File: config.mk
export PLATFORM = sky130hd
export DESIGN_NAME = operand_loader
export DESIGN_NICKNAME = d
export VERILOG_FILES = /design/src/rtl/operand_loader.sv
export SDC_FILE = /design/constraint.sdc
export NUM_CORES = 1
export LEC_CHECK = 0
export CAP_MARGIN = 0
export CELL_PAD_IN_SITES_DETAIL_PLACEMENT = 1
export CELL_PAD_IN_SITES_GLOBAL_PLACEMENT = 1
export CORE_MARGIN = 2
export CORE_UTILIZATION = 47
export CTS_BUF_LIST = sky130_fd_sc_hd__clkbuf_4 sky130_fd_sc_hd__clkbuf_8 sky130_fd_sc_hd__clkbuf_16
export DETAILED_ROUTE_END_ITERATION = 10
export GPL_ROUTABILITY_DRIVEN = 0
export PLACE_DENSITY = 0.89
export SLEW_MARGIN = 40
export SYNTH_ARGS = -nofsm -noshare
export SYNTH_HDL_FRONTEND = slang
export SYNTH_SLANG_ARGS = --single-unit
File: constraint.sdc
create_clock -name clock -period 3.2 [get_ports clock]
set_clock_uncertainty 0.1 [all_clocks]
set_input_delay 0.48 -clock clock [delete_from_list [all_inputs] [get_ports clock]]
set_output_delay 0.48 -clock clock [all_outputs]
set_load 0.05 [all_outputs]
File: src/rtl/operand_loader.sv
// Operand loader: debounced pushbutton steps through LOAD_A, LOAD_B and LOAD_OP,
// then strobes enable for one EXEC cycle so the ALU runs on the captured values.
module operand_loader #(
   parameter int DEBOUNCE_CYCLES = 500000
) (
   input  logic       clock,
   input  logic       reset_n,
   input  logic       taster,
   input  logic [3:0] sw,
   output logic [3:0] registar_a,
   output logic [3:0] registar_b,
   output logic [1:0] operation,
   output logic       enable,
   output logic [1:0] phase
);

   typedef enum logic [1:0] {
      LOAD_A  = 2'd0,
      LOAD_B  = 2'd1,
      LOAD_OP = 2'd2,
      EXEC    = 2'd3
   } state_t;

   localparam logic [19:0] CNT_MAX = 20'(DEBOUNCE_CYCLES - 1);

   logic        rst_meta_r;
   logic        rst_ready_r;
   logic        srst_s;
   logic        sync1_r;
   logic        sync2_r;
   logic        deb_r;
   logic        deb_d_r;
   logic        press_r;
   logic [19:0] cnt_r;
   state_t      state_r;
   logic [3:0]  a_r;
   logic [3:0]  b_r;
   logic [1:0]  op_r;
   logic        en_r;

   // Reset release synchronizer: assertion is immediate, deassertion takes two edges
   always_ff @(posedge clock or negedge reset_n) begin
      if (!reset_n) begin
         rst_meta_r  <= 1'b0;
         rst_ready_r <= 1'b0;
      end else begin
         rst_meta_r  <= 1'b1;
         rst_ready_r <= rst_meta_r;
      end
   end

   assign srst_s = ~rst_ready_r;

   // Button synchronizer, debounce counter and registered press event
   always_ff @(posedge clock or negedge reset_n) begin
      if (!reset_n) begin
         sync1_r <= 1'b1;
         sync2_r <= 1'b1;
         deb_r   <= 1'b1;
         deb_d_r <= 1'b1;
         press_r <= 1'b0;
         cnt_r   <= 20'd0;
      end else if (srst_s) begin
         sync1_r <= 1'b1;
         sync2_r <= 1'b1;
         deb_r   <= 1'b1;
         deb_d_r <= 1'b1;
         press_r <= 1'b0;
         cnt_r   <= 20'd0;
      end else begin
         sync1_r <= taster;
         sync2_r <= sync1_r;
         deb_d_r <= deb_r;
         // Only a falling debounced level is a press; release is silent
         press_r <= deb_d_r & ~deb_r;
         if (sync2_r == deb_r) begin
            cnt_r <= 20'd0;
         end else if (cnt_r == CNT_MAX) begin
            deb_r <= sync2_r;
            cnt_r <= 20'd0;
         end else begin
            cnt_r <= cnt_r + 20'd1;
         end
      end
   end

   // Load sequencer with registered ALU-facing outputs
   always_ff @(posedge clock or negedge reset_n) begin
      if (!reset_n) begin
         state_r <= LOAD_A;
         a_r     <= 4'd0;
         b_r     <= 4'd0;
         op_r    <= 2'd0;
         en_r    <= 1'b0;
      end else if (srst_s) begin
         state_r <= LOAD_A;
         a_r     <= 4'd0;
         b_r     <= 4'd0;
         op_r    <= 2'd0;
         en_r    <= 1'b0;
      end else begin
         en_r <= 1'b0;
         case (state_r)
            LOAD_A: begin
               if (press_r) begin
                  a_r     <= sw;
                  state_r <= LOAD_B;
               end else begin
                  state_r <= LOAD_A;
               end
            end
            LOAD_B: begin
               if (press_r) begin
                  b_r     <= sw;
                  state_r <= LOAD_OP;
               end else begin
                  state_r <= LOAD_B;
               end
            end
            LOAD_OP: begin
               if (press_r) begin
                  op_r    <= sw[1:0];
                  en_r    <= 1'b1;
                  state_r <= EXEC;
               end else begin
                  state_r <= LOAD_OP;
               end
            end
            EXEC: begin
               state_r <= LOAD_A;
            end
            default: begin
               state_r <= LOAD_A;
            end
         endcase
      end
   end

   assign registar_a = a_r;
   assign registar_b = b_r;
   assign operation  = op_r;
   assign enable     = en_r;
   assign phase      = state_r;

endmodule

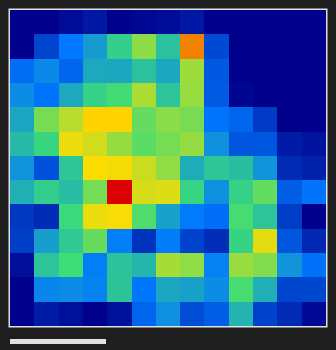
run_1/wire_density.png
Scale bar: 20 um. The die is cut into 13 by 13 equal tiles; dark blue is low, red is high, scaled to the fullest tile. Values are wire area over tile area, all layers added.
emptiest ninth of the die = north-east
tiles over half the peak = 24%
nearly empty tiles = 17%
fullest tile = 0.42
mean over tiles = 0.13

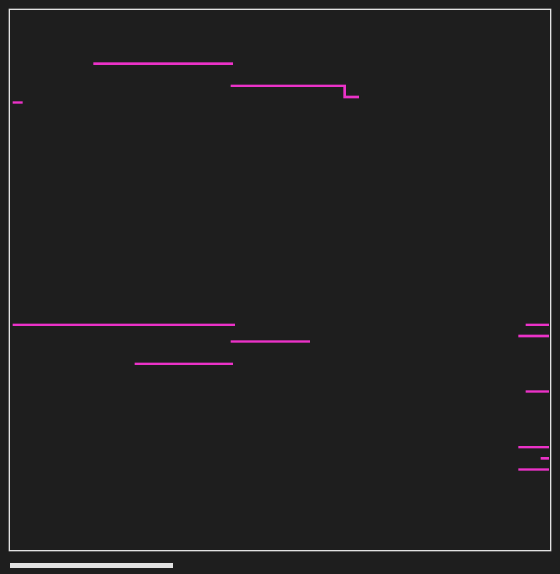
run_1/met3.png
Scale bar: 20 um.
longest straight run = 26.9 um
share of all routed wire = 2.7%
nets with wire on the layer = 8
main direction = horizontal

==> impl_metrics.json, run 1 <==
{
  "grt_util_met2": 0.355,
  "grt_use_met3": 0.0579,
  "cts.sinks": 40,
  "floorplan.core_util": 0.491,
  "run_status": "complete, no violations",
  "global_route.overflow_total": 0,
  "first_pass_grt_wire_length_um": 6780,
  "asyncSetResetFlopFracSynth": 1.00,
  "dp_worst_setup_slack_ns": 1.18,
  "use_met1": 0.255,
  "drt-pass1-iter-count": 4,
  "wl_met3_um": 98,
  "yosysUniqueCellTypes": 35,
  "family_with_the_most_delay_on_the_worst_path": "buffers and inverters",
  "die-area_sq_um": 4360,
  "die_w_um": 66.1,
  "leakage_nw": 0.864,
  "area_growth_pct": 17.9,
  "synthTopLogicFamily": "simple AND/OR/NAND/NOR gates",
  "drive_above_1_share": 0.106,
  "floorplan.die.height_um": 66.1,
  "numSynthFlops": 40,
  "synth_area_sq_um": 1810,
  "post_synth_fa_ha_maj_area_fraction": 0.00691,
  "critical_setup_path_class": "flip-flop to output port",
  "wire_per_inst_um": 15.5,
  "post_route_cell_area_sq_um": 2130,
  "global_route.peak_usage_layer": "met2",
  "synth-warning-count": 0,
  "worst_pin_slew_ns": 0.519,
  "fin_ws_ns": 1.00,
  "regToRegEndpoint": "cnt_r[18]$_DFF_PN0_",
  "rsz0062_at_grt": "no",
  "largest_net_degree_at_the_start_of_global_routing": 41,
  "xor_area_frac": 0.0726,
  "worst_reg2reg_startpoint": "cnt_r[0]$_DFF_PN0_",
  "fillCellCount": 423,
  "edf_count": 0,
  "maxCapViolCount": 0,
  "routed_wirelength_um": 3670
}
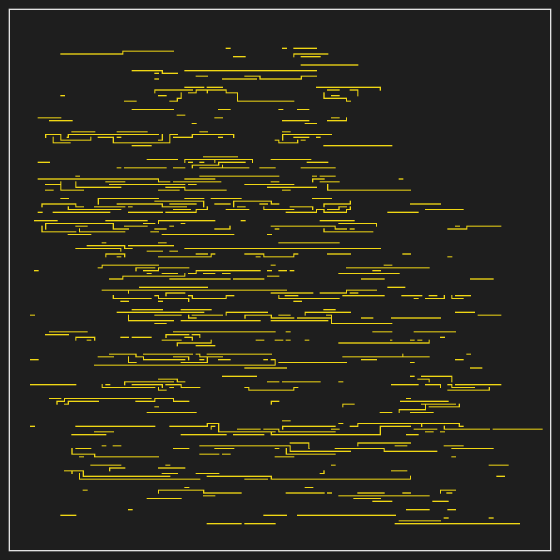
run_1/met1.png
longest straight run = 23.9 um
wire length on this layer = 1590 um
main direction = horizontal

run 1: final cells by class:
cell class                 count  area share
sequential                    40       0.471
clock inverter                 1     0.00234
tap                           48      0.0281
clock buffer                   7      0.0393
inverter                       4     0.00703
multi-input combinational    117       0.360
timing repair buffer          20      0.0914
run 1: power by group:
part           switching, mW  total, mW  internal, mW
sequential           0.00410      0.513         0.509
combinational         0.0138     0.0239        0.0100
clock                  0.161      0.330         0.170
run 1: metrics by stage:
| stage | util | hold slack [ns] | std cells |
|---|---|---|---|
| 6_report | 0.579 | 0.0466 | 237 |
| 5_1_grt | 0.579 | 0.0700 | 237 |
| 4_1_cts | 0.578 | 0.211 | 237 |
| 3_5_place_dp | 0.554 | 0.250 | 229 |
| 3_3_place_gp | 0.554 | 0.242 | 229 |
| 2_1_floorplan | - | 0.0844 | 166 |
run_1/final_clocks.png
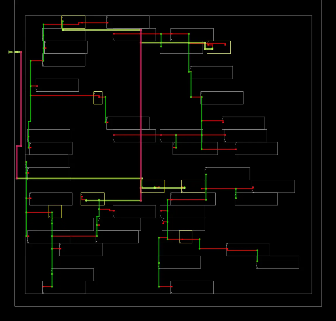

==> run 1 -> run 2 <==
Settings changed: CORE_UTILIZATION 47 to 43, PLACE_DENSITY 0.89 to 0.83.
Clock period 3.2 ns to 2.15 ns, I/O delays scaled along.
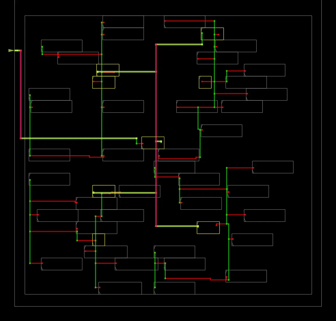
run_2/final_clocks.png
number of buffers created by CTS: 5
CLK BUF: 8
clock group total power: 534 uW

==> run 2 against run 1 <==
Sequential power grew 49%. Largest cell class unchanged. Via count rose by 2.0%. Cell area grew 1.3%.
==> impl_metrics.json, run 2 <==
{
  "run_status": "complete, no violations",
  "dp_worst_setup_slack_ns": 0.153,
  "edf_count": 0,
  "floorplan.die.height_um": 68.9,
  "worst_reg2reg_startpoint": "cnt_r[0]$_DFF_PN0_",
  "post_route_cell_area_sq_um": 2160,
  "numSynthFlops": 40,
  "family_with_the_most_delay_on_the_worst_path": "buffers and inverters",
  "first_pass_grt_wire_length_um": 6470,
  "xor_area_frac": 0.0726,
  "post_synth_fa_ha_maj_area_fraction": 0.00691,
  "rsz0062_at_grt": "no",
  "die-area_sq_um": 4750,
  "maxCapViolCount": 0,
  "place_inst": 232,
  "drive_above_1_share": 0.110,
  "global_route.overflow_total": 0,
  "post-route-util": 0.537,
  "regToRegEndpoint": "cnt_r[18]$_DFF_PN0_",
  "cts.sinks": 40,
  "grt_use_met3": 0.0633,
  "yosys-top-cells-count": "dfrtp_1, nor2_1, nor2b_1",
  "fin_ws_ns": 0.0915,
  "die_w_um": 68.9,
  "postCtsSetupBuffers": 0,
  "largest_net_degree_at_the_start_of_global_routing": 41,
  "floorplan.rows": 23,
  "synth-warning-count": 0,
  "fillCellCount": 438,
  "grt_util_met2": 0.333,
  "yosysUniqueCellTypes": 35,
  "wire_per_inst_um": 16.0,
  "final-instance-count-excl-fill": 241,
  "routed_wirelength_um": 3870,
  "synth_area_sq_um": 1810,
  "htree_levels": 2,
  "floorplan.core_util": 0.449,
  "leakage_nw": 0.877,
  "synthTopLogicFamily": "simple AND/OR/NAND/NOR gates",
  "area_growth_pct": 19.5,
  "routed-via-count": 1309,
  "worst_pin_slew_ns": 0.524
}
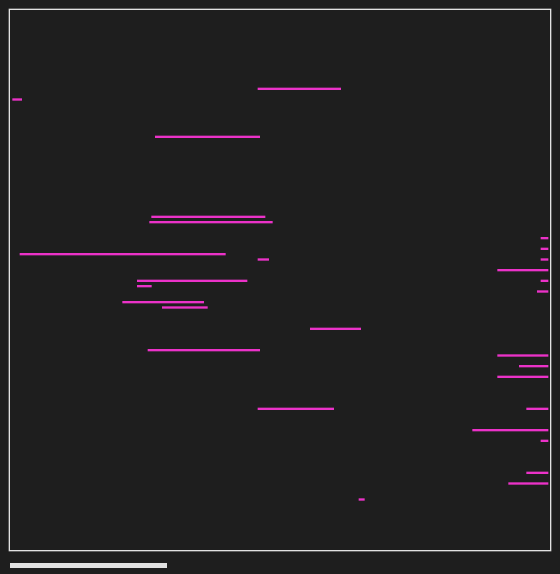
run_2/met3.png
Scale bar: 20 um.
nets with wire on the layer = 22
main direction = horizontal

run 2: kinds of logic after synthesis:
| family | after synthesis |
|---|---|
| AND-OR/OR-AND | 13 |
| XOR/XNOR | 15 |
| adder cells (fa/ha/maj) | 1 |
| buffers and inverters | 9 |
| flip-flops | 40 |
| multiplexers | 9 |
| other | 1 |
| AND/OR/NAND/NOR | 78 |
run 2: layout make-up:
cell class	instances	area (sq um)	share of cell area
Multi-Input combinational cell	117	769	0.356
Timing Repair Buffer	22	213	0.0983
Inverter	4	15.0	0.00694
Clock buffer	8	97.6	0.0451
Sequential cell	40	1010	0.465
Tap cell	50	62.6	0.0289
run 2: power breakdown:
| group | internal (mW) | switching (mW) |
|---|---|---|
| clock | 0.287 | 0.247 |
| combinational | 0.0160 | 0.0219 |
| sequential | 0.758 | 0.00547 |
| total | 1.06 | 0.275 |
Power is estimated from default activity; no workload was simulated.
